`src/rtl/fuzzy_pkg.sv`:
```
// Shared widths, FSM encoding, rule consequents and output saturation for the
// weighted-average defuzzifier.
package fuzzy_pkg;

    localparam int W_MU   = 16;
    localparam int W_NUM  = 37;
    localparam int W_DEN  = 20;
    localparam int W_ABS  = 35;
    localparam int N_RULE = 9;

    localparam logic signed [W_MU-1:0] OUT_DEFAULT = 16'sd0;

    typedef enum logic [1:0] {
        IDLE  = 2'd0,
        ACCUM = 2'd1,
        DIV   = 2'd2,
        DONE  = 2'd3
    } state_t;

    // Singleton consequents, index = 3*T_term + dT_term.
    localparam logic signed [W_MU-1:0] RULE_C [0:N_RULE-1] = '{
        -16'sd24000, -16'sd16000, -16'sd8000,
        -16'sd8000,   16'sd0,      16'sd8000,
         16'sd8000,   16'sd16000,  16'sd24000
    };

    function automatic logic signed [W_MU-1:0] sat_apply(
        input logic            neg,
        input logic [W_MU-1:0] mag,
        input logic            ovf
    );
        logic signed [W_MU-1:0] r;
        if (neg) begin
            if (ovf || (mag > 16'd32768)) r = 16'sh8000;
            else                          r = $signed(16'd0 - mag);
        end else begin
            if (ovf || (mag > 16'd32767)) r = 16'sh7FFF;
            else                          r = $signed(mag);
        end
        return r;
    endfunction

endpackage

```
`src/rtl/defuzz_wavg_if.sv`:
```
// Weight-set input handshake and crisp-result output handshake of the defuzzifier.
interface defuzz_wavg_if;
    logic               in_valid;
    logic               in_ready;
    logic [15:0]        w00, w01, w02, w10, w11, w12, w20, w21, w22;
    logic               out_valid;
    logic               out_ready;
    logic signed [15:0] out_value;
    logic               zero_w;

    modport master (
        output in_valid, w00, w01, w02, w10, w11, w12, w20, w21, w22, out_ready,
        input  in_ready, out_valid, out_value, zero_w
    );

    modport slave (
        input  in_valid, w00, w01, w02, w10, w11, w12, w20, w21, w22, out_ready,
        output in_ready, out_valid, out_value, zero_w
    );
endinterface

```
`src/rtl/defuzz_div.sv`:
```
// 35-bit by 20-bit serial restoring divider; the start cycle already performs
// the first quotient step so 35 bits finish in 35 edges.
module defuzz_div
    import fuzzy_pkg::*;
(
    input  logic             clk,
    input  logic             rst_n,
    input  logic             start,
    input  logic [W_ABS-1:0] dividend,
    input  logic [W_DEN-1:0] divisor,
    output logic             busy,
    output logic             done,
    output logic [W_MU-1:0]  quot,
    output logic             ovf
);

    logic [W_DEN-1:0] rem_r, dvs_r;
    logic [W_ABS-1:0] q_r;
    logic [5:0]       cnt_r;
    logic             busy_r, done_r;

    logic [W_DEN-1:0] src_rem_s, src_d_s, rem_nx_s;
    logic [W_ABS-1:0] src_q_s, q_nx_s;
    logic [W_DEN:0]   trial_s, diff_s;
    logic             fits_s;

    // One restoring step on either the fresh operands or the running state.
    always_comb begin
        src_rem_s = start ? {W_DEN{1'b0}} : rem_r;
        src_q_s   = start ? dividend      : q_r;
        src_d_s   = start ? divisor       : dvs_r;
        trial_s   = {src_rem_s, src_q_s[W_ABS-1]};
        diff_s    = trial_s - {1'b0, src_d_s};
        fits_s    = (trial_s >= {1'b0, src_d_s});
        if (fits_s) rem_nx_s = diff_s[W_DEN-1:0];
        else        rem_nx_s = trial_s[W_DEN-1:0];
        q_nx_s    = {src_q_s[W_ABS-2:0], fits_s};
    end

    // Iteration state; done pulses for one cycle after the last step.
    always_ff @(posedge clk or negedge rst_n) begin
        if (!rst_n) begin
            rem_r  <= {W_DEN{1'b0}};
            dvs_r  <= {W_DEN{1'b0}};
            q_r    <= {W_ABS{1'b0}};
            cnt_r  <= 6'd0;
            busy_r <= 1'b0;
            done_r <= 1'b0;
        end else if (start) begin
            rem_r  <= rem_nx_s;
            q_r    <= q_nx_s;
            dvs_r  <= divisor;
            cnt_r  <= 6'd34;
            busy_r <= 1'b1;
            done_r <= 1'b0;
        end else if (busy_r) begin
            rem_r  <= rem_nx_s;
            q_r    <= q_nx_s;
            cnt_r  <= cnt_r - 6'd1;
            busy_r <= (cnt_r != 6'd1);
            done_r <= (cnt_r == 6'd1);
        end else begin
            done_r <= 1'b0;
        end
    end

    assign busy = busy_r;
    assign done = done_r;
    assign quot = q_r[W_MU-1:0];
    assign ovf  = |q_r[W_ABS-1:W_MU];

endmodule

```
`src/rtl/defuzz_wavg.sv`:
```
// Singleton-centroid defuzzifier: nine serial MACs, then |num|/den through the
// serial divider, sign restore and saturation into a 16-bit crisp output.
module defuzz_wavg
    import fuzzy_pkg::*;
(
    input  logic          clk,
    input  logic          rst_n,
    defuzz_wavg_if.slave  bus
);

    state_t                  state_r, state_nx;
    logic [W_MU-1:0]         w_r [0:N_RULE-1];
    logic [3:0]              idx_r;
    logic signed [W_NUM-1:0] num_r;
    logic [W_DEN-1:0]        den_r;
    logic                    neg_r, zero_w_r;
    logic signed [W_MU-1:0]  out_value_r;

    logic [W_MU-1:0]         w_sel_s;
    logic signed [W_MU-1:0]  c_sel_s;
    logic signed [32:0]      w_ext_s, c_ext_s, prod_s;
    logic [W_ABS-1:0]        num_abs_s;
    logic                    div_start_s, div_busy_s, div_done_s, div_ovf_s;
    logic [W_MU-1:0]         div_quot_s;

    // State register.
    always_ff @(posedge clk or negedge rst_n) begin
        if (!rst_n) state_r <= IDLE;
        else        state_r <= state_nx;
    end

    // Next-state decode; idx 9 is the post-MAC decision cycle.
    always_comb begin
        state_nx = state_r;
        case (state_r)
            IDLE:    if (bus.in_valid) state_nx = ACCUM; else state_nx = IDLE;
            ACCUM: begin
                if (idx_r == 4'd9) state_nx = (den_r == {W_DEN{1'b0}}) ? DONE : DIV;
                else               state_nx = ACCUM;
            end
            DIV:     if (div_done_s)    state_nx = DONE;  else state_nx = DIV;
            DONE:    if (bus.out_ready) state_nx = IDLE;  else state_nx = DONE;
            default: state_nx = IDLE;
        endcase
    end

    // Handshake outputs and divider launch, all decoded from registered state.
    always_comb begin
        bus.in_ready  = (state_r == IDLE);
        bus.out_valid = (state_r == DONE);
        div_start_s   = (state_r == ACCUM) && (idx_r == 4'd9) &&
                        (den_r != {W_DEN{1'b0}}) && !div_busy_s;
    end

    // MAC operand select and 16u x 16s product.
    always_comb begin
        w_sel_s = 16'd0;
        c_sel_s = 16'sd0;
        if (idx_r < 4'd9) begin
            w_sel_s = w_r[idx_r];
            c_sel_s = RULE_C[idx_r];
        end else begin
            w_sel_s = 16'd0;
            c_sel_s = 16'sd0;
        end
        w_ext_s   = {17'd0, w_sel_s};
        c_ext_s   = {{17{c_sel_s[15]}}, c_sel_s};
        prod_s    = w_ext_s * c_ext_s;
        num_abs_s = num_r[W_NUM-1] ? W_ABS'(-num_r) : num_r[W_ABS-1:0];
    end

    // Datapath: weight latch, accumulation, result capture.
    always_ff @(posedge clk or negedge rst_n) begin
        if (!rst_n) begin
            for (int i = 0; i < N_RULE; i++) w_r[i] <= 16'd0;
            idx_r       <= 4'd0;
            num_r       <= '0;
            den_r       <= {W_DEN{1'b0}};
            neg_r       <= 1'b0;
            zero_w_r    <= 1'b0;
            out_value_r <= OUT_DEFAULT;
        end else begin
            case (state_r)
                IDLE: begin
                    if (bus.in_valid) begin
                        w_r[0] <= bus.w00; w_r[1] <= bus.w01; w_r[2] <= bus.w02;
                        w_r[3] <= bus.w10; w_r[4] <= bus.w11; w_r[5] <= bus.w12;
                        w_r[6] <= bus.w20; w_r[7] <= bus.w21; w_r[8] <= bus.w22;
                        idx_r    <= 4'd0;
                        num_r    <= '0;
                        den_r    <= {W_DEN{1'b0}};
                        zero_w_r <= 1'b0;
                    end
                end
                ACCUM: begin
                    if (idx_r < 4'd9) begin
                        num_r <= num_r + {{4{prod_s[32]}}, prod_s};
                        den_r <= den_r + {4'd0, w_sel_s};
                        idx_r <= idx_r + 4'd1;
                    end else if (den_r == {W_DEN{1'b0}}) begin
                        out_value_r <= OUT_DEFAULT;
                        zero_w_r    <= 1'b1;
                    end else begin
                        neg_r <= num_r[W_NUM-1];
                    end
                end
                DIV: begin
                    if (div_done_s) out_value_r <= sat_apply(neg_r, div_quot_s, div_ovf_s);
                end
                DONE:    out_value_r <= out_value_r;
                default: out_value_r <= out_value_r;
            endcase
        end
    end

    assign bus.out_value = out_value_r;
    assign bus.zero_w    = zero_w_r;

    defuzz_div u_div (
        .clk      (clk),
        .rst_n    (rst_n),
        .start    (div_start_s),
        .dividend (num_abs_s),
        .divisor  (den_r),
        .busy     (div_busy_s),
        .done     (div_done_s),
        .quot     (div_quot_s),
        .ovf      (div_ovf_s)
    );

endmodule

```
`src/flat_wrapper.sv`:
```
// flat-port wrapper written by rule: the top's interface ports become plain ports
module defuzz_wavg_flat import fuzzy_pkg::*;
  (clk, rst_n, bus_in_valid, bus_w00, bus_w01, bus_w02, bus_w10, bus_w11, bus_w12, bus_w20, bus_w21, bus_w22, bus_out_ready, bus_in_ready, bus_out_valid, bus_out_value, bus_zero_w);
  defuzz_wavg_if bus_i ();
  input  logic clk;
  input  logic rst_n;
  input wire logic [$bits(bus_i.in_valid)-1:0] bus_in_valid;
  input wire logic [$bits(bus_i.w00)-1:0] bus_w00;
  input wire logic [$bits(bus_i.w01)-1:0] bus_w01;
  input wire logic [$bits(bus_i.w02)-1:0] bus_w02;
  input wire logic [$bits(bus_i.w10)-1:0] bus_w10;
  input wire logic [$bits(bus_i.w11)-1:0] bus_w11;
  input wire logic [$bits(bus_i.w12)-1:0] bus_w12;
  input wire logic [$bits(bus_i.w20)-1:0] bus_w20;
  input wire logic [$bits(bus_i.w21)-1:0] bus_w21;
  input wire logic [$bits(bus_i.w22)-1:0] bus_w22;
  input wire logic [$bits(bus_i.out_ready)-1:0] bus_out_ready;
  output wire logic [$bits(bus_i.in_ready)-1:0] bus_in_ready;
  output wire logic [$bits(bus_i.out_valid)-1:0] bus_out_valid;
  output wire logic [$bits(bus_i.out_value)-1:0] bus_out_value;
  output wire logic [$bits(bus_i.zero_w)-1:0] bus_zero_w;
  assign bus_i.in_valid = bus_in_valid;
  assign bus_i.w00 = bus_w00;
  assign bus_i.w01 = bus_w01;
  assign bus_i.w02 = bus_w02;
  assign bus_i.w10 = bus_w10;
  assign bus_i.w11 = bus_w11;
  assign bus_i.w12 = bus_w12;
  assign bus_i.w20 = bus_w20;
  assign bus_i.w21 = bus_w21;
  assign bus_i.w22 = bus_w22;
  assign bus_i.out_ready = bus_out_ready;
  assign bus_in_ready = bus_i.in_ready;
  assign bus_out_valid = bus_i.out_valid;
  assign bus_out_value = bus_i.out_value;
  assign bus_zero_w = bus_i.zero_w;
  defuzz_wavg u_core (.clk(clk), .rst_n(rst_n), .bus(bus_i));
endmodule
```
`config.mk`:
```
export PLATFORM = sky130hd
export DESIGN_NAME = defuzz_wavg_flat
export DESIGN_NICKNAME = d
export VERILOG_FILES = /design/src/rtl/fuzzy_pkg.sv /design/src/rtl/defuzz_wavg_if.sv /design/src/rtl/defuzz_div.sv /design/src/rtl/defuzz_wavg.sv /design/src/flat_wrapper.sv
export SDC_FILE = /design/constraint.sdc
export NUM_CORES = 1
export LEC_CHECK = 0
export CORE_ASPECT_RATIO = 0.7
export CORE_MARGIN = 2
export CORE_UTILIZATION = 41
export CTS_CLUSTER_DIAMETER = 200
export CTS_CLUSTER_SIZE = 8
export DETAILED_ROUTE_END_ITERATION = 16
export PLACE_DENSITY_LB_ADDON = 0.1
export SETUP_SLACK_MARGIN = 0.02
export SYNTH_ARGS = -nofsm -noshare
export SYNTH_HDL_FRONTEND = slang
export SYNTH_SLANG_ARGS = --single-unit
```
`constraint.sdc`:
```
create_clock -name clk -period 9.1 [get_ports clk]
set_clock_uncertainty 0.15 [all_clocks]
set_input_delay 2.275 -clock clk [delete_from_list [all_inputs] [get_ports clk]]
set_output_delay 2.275 -clock clk [all_outputs]
set_load 0.1 [all_outputs]
```
### Floorplan with the power grid

Bar = 100 um. Pins as bars on the die edge.
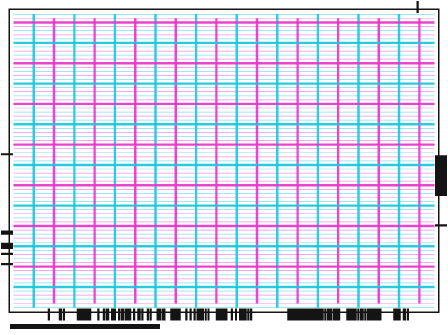
Key: VSS = cyan; VDD = magenta
167 signal pins sit on the boundary. The core has 72 rows. 14 straps on met5. 20 straps on met4. 73 met1 rails follow the rows.
overall die width: 286 um
Core Region: 0.0551 mm2
DIE HEIGHT: 202 um

### Placement by cell class

Bar = 100 um.
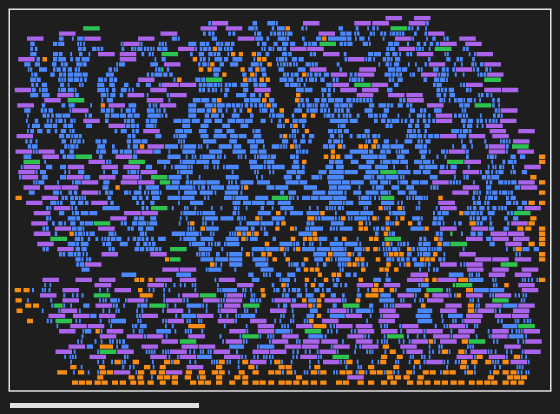
Key: remaining logic cells = blue [cells 2202]; remaining buffers and delay cells = orange [cells 339]; clock drivers and dummy loads = green [cells 50]; sequential cells = purple [cells 302]
total number of placement rows: 72
post-layout util: 0.504

==> CHANGELOG.md <==
## Flow update

* Unique masters post-synth at 75
* Critical path class: register to register
* Synth Seq Share at 0.331
* Post-synthesis average cell area at 8.71 um2
* Post-synth top area cell: dfrtp_1
* Number of antenna violations at the first check in global routing at 2
* Total cells reported by yosys after synthesis at 2625
* Placed cells at 3574
* Reg2reg start: u_core.idx_r[0]
* Most common cell after layout, fill and taps aside: nand2_1
* GR Util met1 at 0.355
* MI comb area at 0.0145 mm2
* Regs by FF count: u_core.w_r: 144 flops, u_core.u_div.q_r: 35 flops, u_core.num_r: 31 flops
* Top routing layer in use: met4
* Dominant synthesized flop cell: dfrtp_1
* Commonest non-fill, non-tap cells in the layout: nand2_1, dfrtp_1, ha_1
* Clk buf depth at 3
* Final routed DRC violation total at 0
* Final instance area at 0.0278 mm2
* Cell repeated most along the worst path: fa_1
* Post-layout period usage at 0.956
* Hold EP: u_core.bus.out_value[0]
* Fraction of synthesized cell area taken by the top area cell type at 0.331
* Fraction of layout instances using a drive strength above 1 at 0.114
* Maximum clock frequency at 115 MHz
* CTS tree: done
* First-pass GRT wire length at 112000 um
* Arr. time, crit path at 9030 ps
* Flip-flops with a built-in enable at 0
* Met2 layer usage reported by global route at 0.374
* Worst hold path class: register to register
* Netlist Area Pre-Place at 0.0229 mm2
* Data required time of the critical path at 9430 ps
* Number of buffers inserted during clock tree synthesis at 43
* GR Layer Usage met3 at 0.0644
* End of the worst register-to-register path: u_core.num_r[36]
* Number of cells on the worst reg-to-reg path at 33
* Final Hold Slack at 315 ps
* Gr usage total at 0.246
* Routed met3 length at 5370 um
* Area growth from synthesis to final layout at 21.7%
* Crit end category: register
* Critical Path Sink: u_core.num_r[36]
* Clock slew at the register clock pins of the worst setup and hold paths at 50 ps
* Seq. cell area at 0.00756 mm2
* Via count of the routed design at 19537
* Most flop-heavy register: u_core.w_r
* Final antenna-violating net count at 0
* Mapped Cells at 2625
* Iteration-0 DRC Markers at 1439
* Unrepaired setup endpoints after global routing: false
* Die outline area at 0.0577 mm2
* Routability congestion estimate at 0.954
* Async set-reset flop share out of synthesis at 1.00
* Endpoints failing setup at 0
* Routed wire length on met2 at 29900 um
* Max-slew headroom at 0.259
* Setup TNS Final at 0 ps
* Area after DPL at 0.0263 mm2
* IO Port Bufs at 166
* Run status: complete, no violations
* Detailed-router iteration count before antenna repair at 6
* Number of filler instances in the final layout at 5297
* Largest net degree at the start of global routing at 177
* Largest stage delay on the critical path at 560 ps
* Yosys stat area at 0.0229 mm2
* DP Wirelength at 53500 um
* CP Launch Point: u_core.idx_r[0]
* Registers, synthesis at 302
* Warnings from Yosys at 0
* Worst hold start: u_core.bus.out_value[0]
* Final routed wire length divided by cell count at 19.0 um
* Pre-CTS setup slack at -182 ps
* Number of flip-flops under the largest register name at 144
* Root buf cell: clkbuf_16
* Endpoints failing hold at 0
* GRT Max-Usage Layer: met2
* Count of cells along the worst hold path at 2
* Min Tclk post-route at 8700 ps
* Post-synth net total at 3062
* Quantity of hold-fixing buffers added after cts at 0
* Register-to-register setup slack at 400 ps
* Max-slew violation count at 0
* Initial Utilization at 0.414
* Slew of the pin with the lowest slew margin at 1110 ps
* Number of nets at the end of the flow at 3325
* Met1 routed wirelength after detailed routing at 32700 um
* Synth top area cells: dfrtp_1, nand2_1, fa_1
* Highest net fanout along the worst path at 8
* WL final at 69100 um
* Detailed-route vias per instance at 5.37
* Congestion Overflow GR at 0
* Number of clock sinks seen by CTS at 302
* H-Tree Level Count at 2
* Count of maximum capacitance violations at 0
* Boundary pin count at 167
* Insertion Delay late pin at 570 ps
* Vias in the first global route at 20063
* Finished Layout Cells at 3635
* Total number of warnings across the stage logs at 40
* Standard cell with the maximum stage delay on the critical path: fa_1
* Crit path launch type: register
* Final critical-path setup slack at 402 ps
### Routed clock nets over the placement

Bar = 100 um.
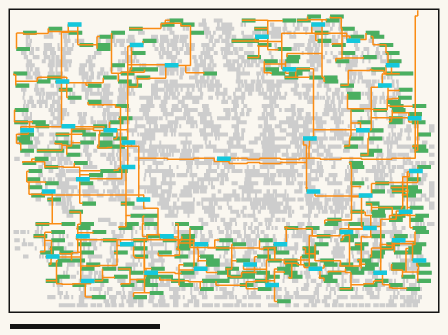
Key: clock-net drivers = cyan [count 43]; clock wires = orange [length 4940 um]; flip-flops = green [count 302]
Position of the flops: all over the die.

[critical path: cells and delay by family, from the launching register on]
| family | cells | cell delay [ps] |
|---|---|---|
| AOI/OAI and AO/OA | 14 | 2760 |
| xor gates and xnor gates | 2 | 240 |
| adders and majority gates | 8 | 3430 |
| buffers and inverters | 2 | 210 |
| DFF | 1 | 520 |
| muxes | 1 | 530 |
| and+or+nand+nor | 6 | 760 |
[area by class of cell]
cell class | instances | area share
clock inverters | 3 | 0.00189
repair buffers | 339 | 0.110
multi-input cells | 2032 | 0.520
diodes | 2 | 0.000180
well taps | 740 | 0.0333
inverters | 170 | 0.0230
flip-flops and latches | 302 | 0.272
clock buffers | 47 | 0.0396
[kinds of logic (layout without fill, tap and decap cells)]
group | after synthesis | in the layout | synth area share
AND/OR/NAND/NOR | 1070 | 1070 | 0.200
AND-OR/OR-AND | 493 | 493 | 0.137
flip-flops | 302 | 302 | 0.331
buffers and inverters | 291 | 559 | 0.0485
adder cells (fa/ha/maj) | 289 | 289 | 0.196
XOR/XNOR | 115 | 115 | 0.0441
multiplexers | 65 | 65 | 0.0442
other | 0 | 2 | 0
[cells in the mapped netlist (14+ instances only)]
library cell	count
nand2_1	680
dfrtp_1	302
ha_1	175
inv_1	165
nor2_1	150
a21oi_1	116
fa_1	114
clkbuf_1	105
o21ai_0	97
o21ai_1	66
xnor2_1	58
xor2_1	57
nand3_1	51
a21o_1	39
and2_1	39
mux2i_1	30
nor3_1	30
nand2b_1	29
mux4_2	28
nor4_1	21
a22oi_1	19
a22o_1	17
a211oi_1	15
nor2b_1	15
o21bai_1	14
o31ai_1	14
[repair_timing]
item	in CTS	in global routing
gates cloned	0	1
gates resized	12	40
buffers inserted	2	6
pin swaps	1	23
setup endpoints to repair	2	10
